[src/rtl/quad_input_conditioner_pkg.sv]
// Shared definitions for the rotary-encoder front-end: AB Gray states,
// direction codes seen by the game engine, and the quadrature step decoder.
package quad_input_conditioner_pkg;

    // Encoder AB states, named by {A,B}
    typedef enum logic [1:0] {
        ST_00 = 2'b00,
        ST_01 = 2'b01,
        ST_11 = 2'b11,
        ST_10 = 2'b10
    } ab_state_t;

    // Rotation direction codes, shared with the game engine
    typedef enum logic [1:0] {
        DIR_NONE = 2'b00,
        DIR_CW   = 2'b01,
        DIR_ACW  = 2'b10
    } dir_t;

    // One decoded quadrature observation
    typedef struct packed {
        logic illegal;
        dir_t dir;
    } step_t;

    // Signed step accumulator width
    localparam int unsigned ACC_WIDTH = 4;

    // Next state along the clockwise sequence 00->01->11->10->00
    function automatic ab_state_t cw_successor(input ab_state_t s);
        ab_state_t r;
        case (s)
            ST_01:   r = ST_11;
            ST_11:   r = ST_10;
            ST_10:   r = ST_00;
            default: r = ST_01;
        endcase
        return r;
    endfunction

    // Classify the move from prev to cur: hold, one CW step, one ACW step,
    // or illegal (both channels changed at once)
    function automatic step_t decode_step(input ab_state_t prev, input ab_state_t cur);
        step_t r;
        r.illegal = 1'b0;
        r.dir     = DIR_NONE;
        if (cur != prev) begin
            if (cur == cw_successor(prev)) begin
                r.dir = DIR_CW;
            end else if (prev == cw_successor(cur)) begin
                r.dir = DIR_ACW;
            end else begin
                r.illegal = 1'b1;
            end
        end
        return r;
    endfunction

endpackage

[src/rtl/quad_input_conditioner_if.sv]
// Pin/output bundle between the encoder front-end and its user.
interface quad_input_conditioner_if #(
    parameter int unsigned POS_WIDTH = 4
);
    logic                 a_in;
    logic                 b_in;
    logic                 c_in;
    logic                 clr_in;
    logic                 cw_out;
    logic                 acw_out;
    logic                 btn_out;
    logic                 err_out;
    logic [POS_WIDTH-1:0] pos_out;

    // Board/engine side: drives raw pins and clear, consumes events
    modport master (
        output a_in, b_in, c_in, clr_in,
        input  cw_out, acw_out, btn_out, err_out, pos_out
    );

    // Conditioner side
    modport slave (
        input  a_in, b_in, c_in, clr_in,
        output cw_out, acw_out, btn_out, err_out, pos_out
    );
endinterface

[src/rtl/quad_input_conditioner_debounce_filter.sv]
// Two-flop synchroniser followed by a counter-based debouncer for one
// raw asynchronous pin. A new level is accepted only after the synced pin
// has differed from the stable value for DEBOUNCE_CYCLES consecutive cycles.
module debounce_filter #(
    parameter int unsigned DEBOUNCE_CYCLES = 1000,
    parameter logic        RESET_VAL       = 1'b0
) (
    input  logic clk_in,
    input  logic rst_in,
    input  logic raw_in,
    output logic stable_out
);

    localparam int unsigned          CNT_W    = $clog2(DEBOUNCE_CYCLES);
    localparam logic [CNT_W-1:0]     CNT_LAST = CNT_W'(DEBOUNCE_CYCLES - 1);

    logic             sync1;
    logic             sync2;
    logic [CNT_W-1:0] cnt;

    // Synchronise the pin, then count consecutive disagreeing cycles
    always_ff @(posedge clk_in or negedge rst_in) begin
        if (!rst_in) begin
            sync1      <= RESET_VAL;
            sync2      <= RESET_VAL;
            stable_out <= RESET_VAL;
            cnt        <= '0;
        end else begin
            sync1 <= raw_in;
            sync2 <= sync1;
            if (sync2 != stable_out) begin
                if (cnt == CNT_LAST) begin
                    stable_out <= sync2;
                    cnt        <= '0;
                end else begin
                    cnt <= cnt + CNT_W'(1);
                end
            end else begin
                cnt <= '0;
            end
        end
    end

endmodule

[src/rtl/quad_input_conditioner.sv]
// Rotary-encoder front-end: debounces A/B/C, decodes quadrature at 4x,
// emits per-detent cw/acw pulses, a button-press pulse, an illegal-move
// pulse, and keeps a saturating cursor position.
module quad_input_conditioner #(
    parameter int unsigned DEBOUNCE_CYCLES   = 1000,
    parameter int unsigned COUNTS_PER_DETENT = 4,
    parameter int unsigned POS_WIDTH         = 4,
    parameter int unsigned POS_MAX           = 15
) (
    input logic                      clk_in,
    input logic                      rst_in,
    quad_input_conditioner_if.slave  bus
);
    import quad_input_conditioner_pkg::*;

    localparam logic signed [ACC_WIDTH-1:0] ACC_DETENT     = ACC_WIDTH'(COUNTS_PER_DETENT);
    localparam logic signed [ACC_WIDTH-1:0] ACC_DETENT_NEG = -ACC_DETENT;
    localparam logic [POS_WIDTH-1:0]        POS_LIMIT      = POS_WIDTH'(POS_MAX);

    logic a_stable;
    logic b_stable;
    logic c_stable;

    debounce_filter #(
        .DEBOUNCE_CYCLES (DEBOUNCE_CYCLES),
        .RESET_VAL       (1'b1)
    ) u_deb_a (
        .clk_in     (clk_in),
        .rst_in     (rst_in),
        .raw_in     (bus.a_in),
        .stable_out (a_stable)
    );

    debounce_filter #(
        .DEBOUNCE_CYCLES (DEBOUNCE_CYCLES),
        .RESET_VAL       (1'b1)
    ) u_deb_b (
        .clk_in     (clk_in),
        .rst_in     (rst_in),
        .raw_in     (bus.b_in),
        .stable_out (b_stable)
    );

    debounce_filter #(
        .DEBOUNCE_CYCLES (DEBOUNCE_CYCLES),
        .RESET_VAL       (1'b0)
    ) u_deb_c (
        .clk_in     (clk_in),
        .rst_in     (rst_in),
        .raw_in     (bus.c_in),
        .stable_out (c_stable)
    );

    ab_state_t                    ab_cur;
    ab_state_t                    ab_prev;
    step_t                        step;
    logic signed [ACC_WIDTH-1:0]  acc;
    logic signed [ACC_WIDTH-1:0]  acc_step;
    logic signed [ACC_WIDTH-1:0]  acc_next;
    logic [POS_WIDTH-1:0]         pos;
    logic [POS_WIDTH-1:0]         pos_next;
    logic                         cw_next;
    logic                         acw_next;
    logic                         err_next;
    logic                         c_prev;
    logic                         cw_r;
    logic                         acw_r;
    logic                         btn_r;
    logic                         err_r;

    assign ab_cur = ab_state_t'({a_stable, b_stable});

    // Decode the stable AB move, advance the accumulator, detect detents,
    // and update position; clear overrides everything including the pulse
    always_comb begin
        step     = decode_step(ab_prev, ab_cur);
        acc_next = acc;
        acc_step = acc;
        pos_next = pos;
        cw_next  = 1'b0;
        acw_next = 1'b0;
        err_next = step.illegal;

        if (step.illegal) begin
            acc_next = '0;
        end else if (step.dir == DIR_CW) begin
            acc_step = acc + 4'sd1;
            if (acc_step == ACC_DETENT) begin
                cw_next  = 1'b1;
                acc_next = '0;
            end else begin
                acc_next = acc_step;
            end
        end else if (step.dir == DIR_ACW) begin
            acc_step = acc - 4'sd1;
            if (acc_step == ACC_DETENT_NEG) begin
                acw_next = 1'b1;
                acc_next = '0;
            end else begin
                acc_next = acc_step;
            end
        end

        if (bus.clr_in) begin
            acc_next = '0;
            pos_next = '0;
            cw_next  = 1'b0;
            acw_next = 1'b0;
        end else if (cw_next && (pos != POS_LIMIT)) begin
            pos_next = pos + POS_WIDTH'(1);
        end else if (acw_next && (pos != '0)) begin
            pos_next = pos - POS_WIDTH'(1);
        end
    end

    // Register decoder state and all outputs
    always_ff @(posedge clk_in or negedge rst_in) begin
        if (!rst_in) begin
            ab_prev <= ST_11;
            c_prev  <= 1'b0;
            acc     <= '0;
            pos     <= '0;
            cw_r    <= 1'b0;
            acw_r   <= 1'b0;
            btn_r   <= 1'b0;
            err_r   <= 1'b0;
        end else begin
            ab_prev <= ab_cur;
            c_prev  <= c_stable;
            acc     <= acc_next;
            pos     <= pos_next;
            cw_r    <= cw_next;
            acw_r   <= acw_next;
            btn_r   <= c_stable & ~c_prev;
            err_r   <= err_next;
        end
    end

    assign bus.cw_out  = cw_r;
    assign bus.acw_out = acw_r;
    assign bus.btn_out = btn_r;
    assign bus.err_out = err_r;
    assign bus.pos_out = pos;

endmodule

[src/flat_wrapper.sv]
// flat-port wrapper written by rule: the top's interface ports become plain ports
module quad_input_conditioner_flat import quad_input_conditioner_pkg::*;
#(
    parameter int unsigned DEBOUNCE_CYCLES   = 1000,
    parameter int unsigned COUNTS_PER_DETENT = 4,
    parameter int unsigned POS_WIDTH         = 4,
    parameter int unsigned POS_MAX           = 15
)
  (clk_in, rst_in, bus_a_in, bus_b_in, bus_c_in, bus_clr_in, bus_cw_out, bus_acw_out, bus_btn_out, bus_err_out, bus_pos_out);
  quad_input_conditioner_if #(.POS_WIDTH(POS_WIDTH)) bus_i ();
  input logic clk_in;
  input logic rst_in;
  input wire logic [$bits(bus_i.a_in)-1:0] bus_a_in;
  input wire logic [$bits(bus_i.b_in)-1:0] bus_b_in;
  input wire logic [$bits(bus_i.c_in)-1:0] bus_c_in;
  input wire logic [$bits(bus_i.clr_in)-1:0] bus_clr_in;
  output wire logic [$bits(bus_i.cw_out)-1:0] bus_cw_out;
  output wire logic [$bits(bus_i.acw_out)-1:0] bus_acw_out;
  output wire logic [$bits(bus_i.btn_out)-1:0] bus_btn_out;
  output wire logic [$bits(bus_i.err_out)-1:0] bus_err_out;
  output wire logic [$bits(bus_i.pos_out)-1:0] bus_pos_out;
  assign bus_i.a_in = bus_a_in;
  assign bus_i.b_in = bus_b_in;
  assign bus_i.c_in = bus_c_in;
  assign bus_i.clr_in = bus_clr_in;
  assign bus_cw_out = bus_i.cw_out;
  assign bus_acw_out = bus_i.acw_out;
  assign bus_btn_out = bus_i.btn_out;
  assign bus_err_out = bus_i.err_out;
  assign bus_pos_out = bus_i.pos_out;
  quad_input_conditioner #(.DEBOUNCE_CYCLES(DEBOUNCE_CYCLES), .COUNTS_PER_DETENT(COUNTS_PER_DETENT), .POS_WIDTH(POS_WIDTH), .POS_MAX(POS_MAX)) u_core (.clk_in(clk_in), .rst_in(rst_in), .bus(bus_i));
endmodule
[config.mk]
export PLATFORM = sky130hd
export DESIGN_NAME = quad_input_conditioner_flat
export DESIGN_NICKNAME = d
export VERILOG_FILES = /design/src/rtl/quad_input_conditioner_pkg.sv /design/src/rtl/quad_input_conditioner_if.sv /design/src/rtl/quad_input_conditioner_debounce_filter.sv /design/src/rtl/quad_input_conditioner.sv /design/src/flat_wrapper.sv
export SDC_FILE = /design/constraint.sdc
export NUM_CORES = 1
export LEC_CHECK = 0
export CORE_UTILIZATION = 40
export DETAILED_ROUTE_END_ITERATION = 8
export MAX_ROUTING_LAYER = met4
export PLACE_DENSITY = 0.63
export SLEW_MARGIN = 20
export SYNTH_ARGS = -nofsm -noshare
export SYNTH_HDL_FRONTEND = slang
export SYNTH_SLANG_ARGS = --single-unit
[constraint.sdc]
create_clock -name clk_in -period 6 [get_ports clk_in]
set_input_delay 1.8 -clock clk_in [delete_from_list [all_inputs] [get_ports clk_in]]
set_output_delay 1.8 -clock clk_in [all_outputs]
set_load 0.01 [all_outputs]
==> flow_metrics.env, run 1 <==
# implementation run metrics
export IMPL_achievable_frequency_mhz=314.6
export IMPL_grt_pass1_wl_mm=7.631
export IMPL_h_tree_depth=2
export IMPL_cts_post_setup_buffers_inserted=0
export IMPL_status="completed"
export IMPL_timing_critical_path_slowest_cell_delay_ns=0.58
export IMPL_unrepaired_setup_endpoints_after_global_routing="no"
export IMPL_firstDrtPassIters=4
export IMPL_finish_instance_area_sq_um=2960
export IMPL_cts_max_path_buffers=2
export IMPL_yosys_stat_cells=249
export IMPL_antenna_cells=0
export IMPL_synth_largest_area_cell="sky130_fd_sc_hd__dfrtp_1"
export IMPL_worst_min_path_start="u_core.u_deb_a.sync1"
export IMPL_timing_hold_worst_path_depth=0
export IMPL_post_synth_fa_ha_maj_area_fraction_pct=5.014
export IMPL_yosys_area_sq_um=2645
export IMPL_worstReg2RegStart="u_core.acc[0]"
export IMPL_dr_total_vias=1708
export IMPL_inv_count=13
export IMPL_post_syn_area_per_cell_sq_um=10.62
export IMPL_post_layout_nonfiller_instances=346
export IMPL_period_utilization_pct=52.98
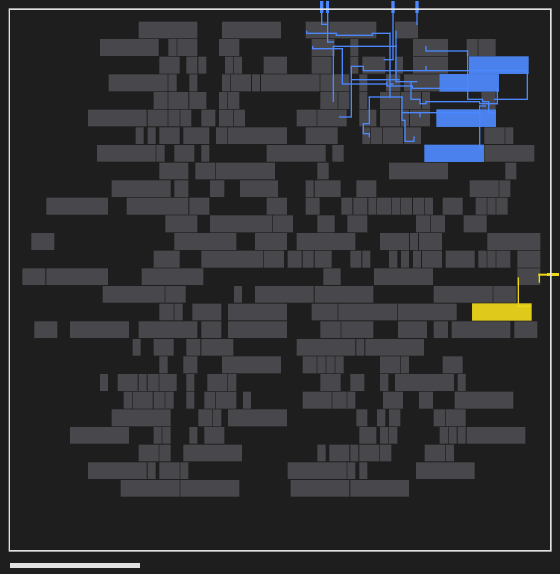
Run 1: port wiring
The bar under the picture is 20 um long.
- yellow: `bus_cw_out` (bits 1; direction output; end cells 1; buffers 1; wire 8.70 um)
- blue: `bus_pos_out` (bits 4; direction output; end cells 4; buffers 4; wire 242 um)
count of buffers from port buffering: 13
top-level I/O count: 14

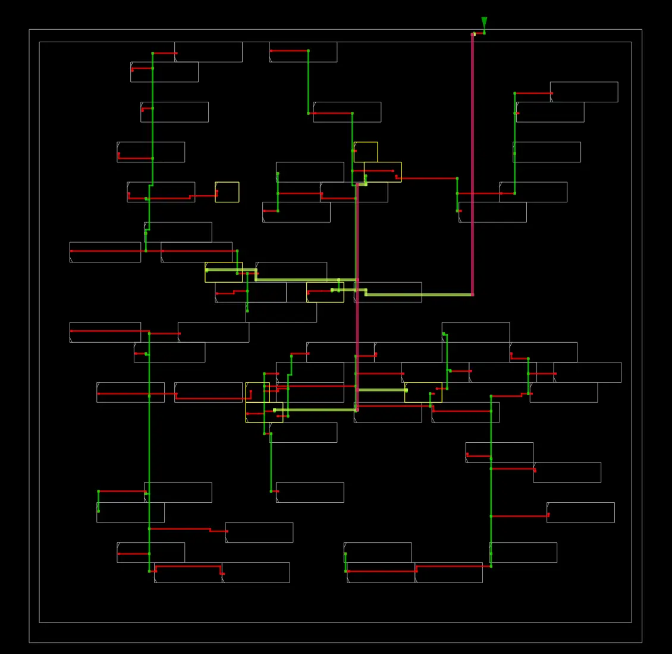
Run 1: clock wiring as the flow saved it
Clk power: 213 uW
clock insertion delay at the later pin of the skew report: 0.32 ns
clock buf count: 5
number of flip-flops and latches: 54

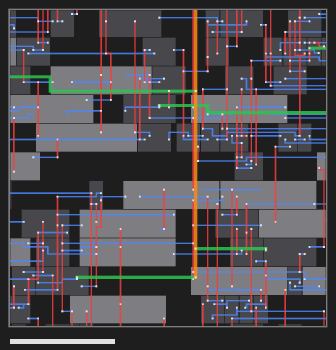
Run 1: close-up of the layout
The bar under the picture is 10 um long. Window x 27 to 57, y 27 to 57 um. Cells in gray, sequential cells in the stronger gray; small squares are vias.
- green: metal 3
- red: metal 2
- blue: metal 1
- orange: metal 4
- cells with their middle in the window: 47
- netlist names of flops here include: `u_core.ab_prev` (2), `u_core.acc` (2), `u_core.u_deb_b.cnt` (2)
- most frequent: dfrtp_1 (8), nand2_1 (4)
- sequential cells in the window: 11

==> inputs of run 2 (changes only) <==
clock period = 3.1 ns   (was 6 ns; I/O delays follow)
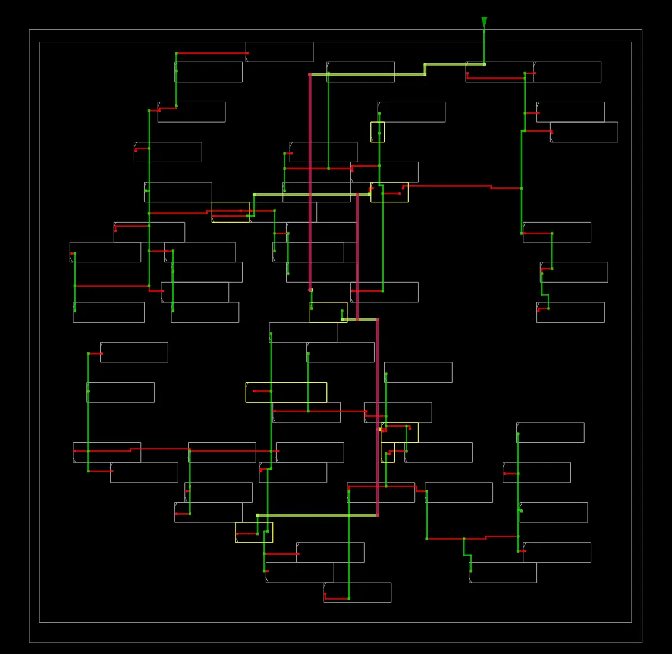
Run 2: clock wiring as the flow saved it
clock tree skew after final layout: 0.007262 ns
clock insertion delay at the later pin of the skew report: 0.31 ns
total CTS buffers: 5

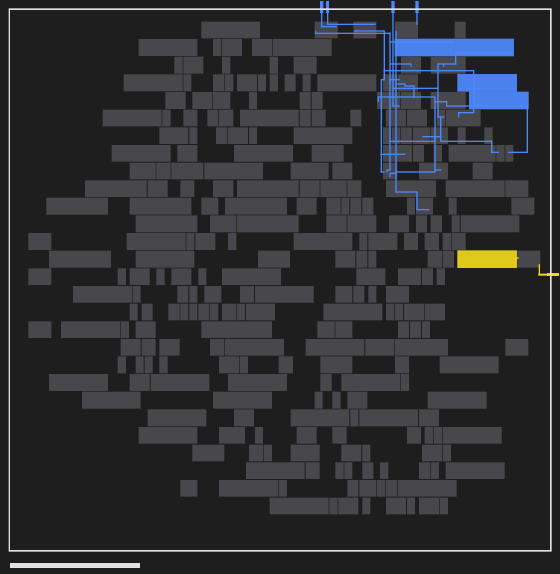
Run 2: port wiring
The bar under the picture is 20 um long.
- blue: `bus_pos_out` (bits 4; direction output; end cells 4; buffers 4; wire 287 um)
- yellow: `bus_cw_out` (bits 1; direction output; end cells 1; buffers 1; wire 3.60 um)

==> run 2 against run 1 <==
Compared with the run above:
- register-to-register slack lost 2.8 ns
- setup slack worse by 2.2 ns
- combinational power grew 95%
- highest routed layer unchanged
- cell count up 0.29%
==> flow_metrics.env, run 2 <==
# implementation run metrics
export IMPL_port_buffer_count=13
export IMPL_comb_cell_power_uw=177
export IMPL_unrepaired_setup_endpoints_after_global_routing="no"
export IMPL_period_utilization_pct=80.37
export IMPL_wl_met3_um=82
export IMPL_flow_area_growth_from_synthesis_pct=12.72
export IMPL_p_int_uw=1069
export IMPL_post_synth_fa_ha_maj_area_fraction_pct=5.014
export IMPL_inv_count=13
export IMPL_global_route_usage_met3_pct=2.386
export IMPL_status="completed"
export IMPL_pin_count=14
export IMPL_gpl_final_weighted_congestion=0.7802
export IMPL_design_seq_count=54
export IMPL_antenna_cells=0
export IMPL_post_layout_nonfiller_instances=347
export IMPL_place_inst=339
export IMPL_synth_largest_area_cell="sky130_fd_sc_hd__dfrtp_1"
export IMPL_cts_post_setup_buffers_inserted=0
export IMPL_post_syn_area_per_cell_sq_um=10.62
export IMPL_timing_critical_path_slowest_cell_delay_ns=0.47
export IMPL_firstDrtPassIters=4
export IMPL_grt_antenna_before_repair=0
export IMPL_achievable_frequency_mhz=401.4
export IMPL_dr_total_vias=1707
export IMPL_yosys_area_sq_um=2645
export IMPL_yosys_stat_cells=249
export IMPL_leakage_uw=0.001345
export IMPL_synthCells=249
export IMPL_pwr_group_clock_uw=462
export IMPL_grt_pass1_wl_mm=7.941
export IMPL_cts_reportedPaths_clkPinSlew_ns=0.10
export IMPL_fp_util_pct=41.66
export IMPL_final_clkbuf_count=5
export IMPL_worstReg2RegStart="u_core.acc[0]"
export IMPL_cts_max_path_buffers=2
Power is estimated from default activity; no workload was simulated.
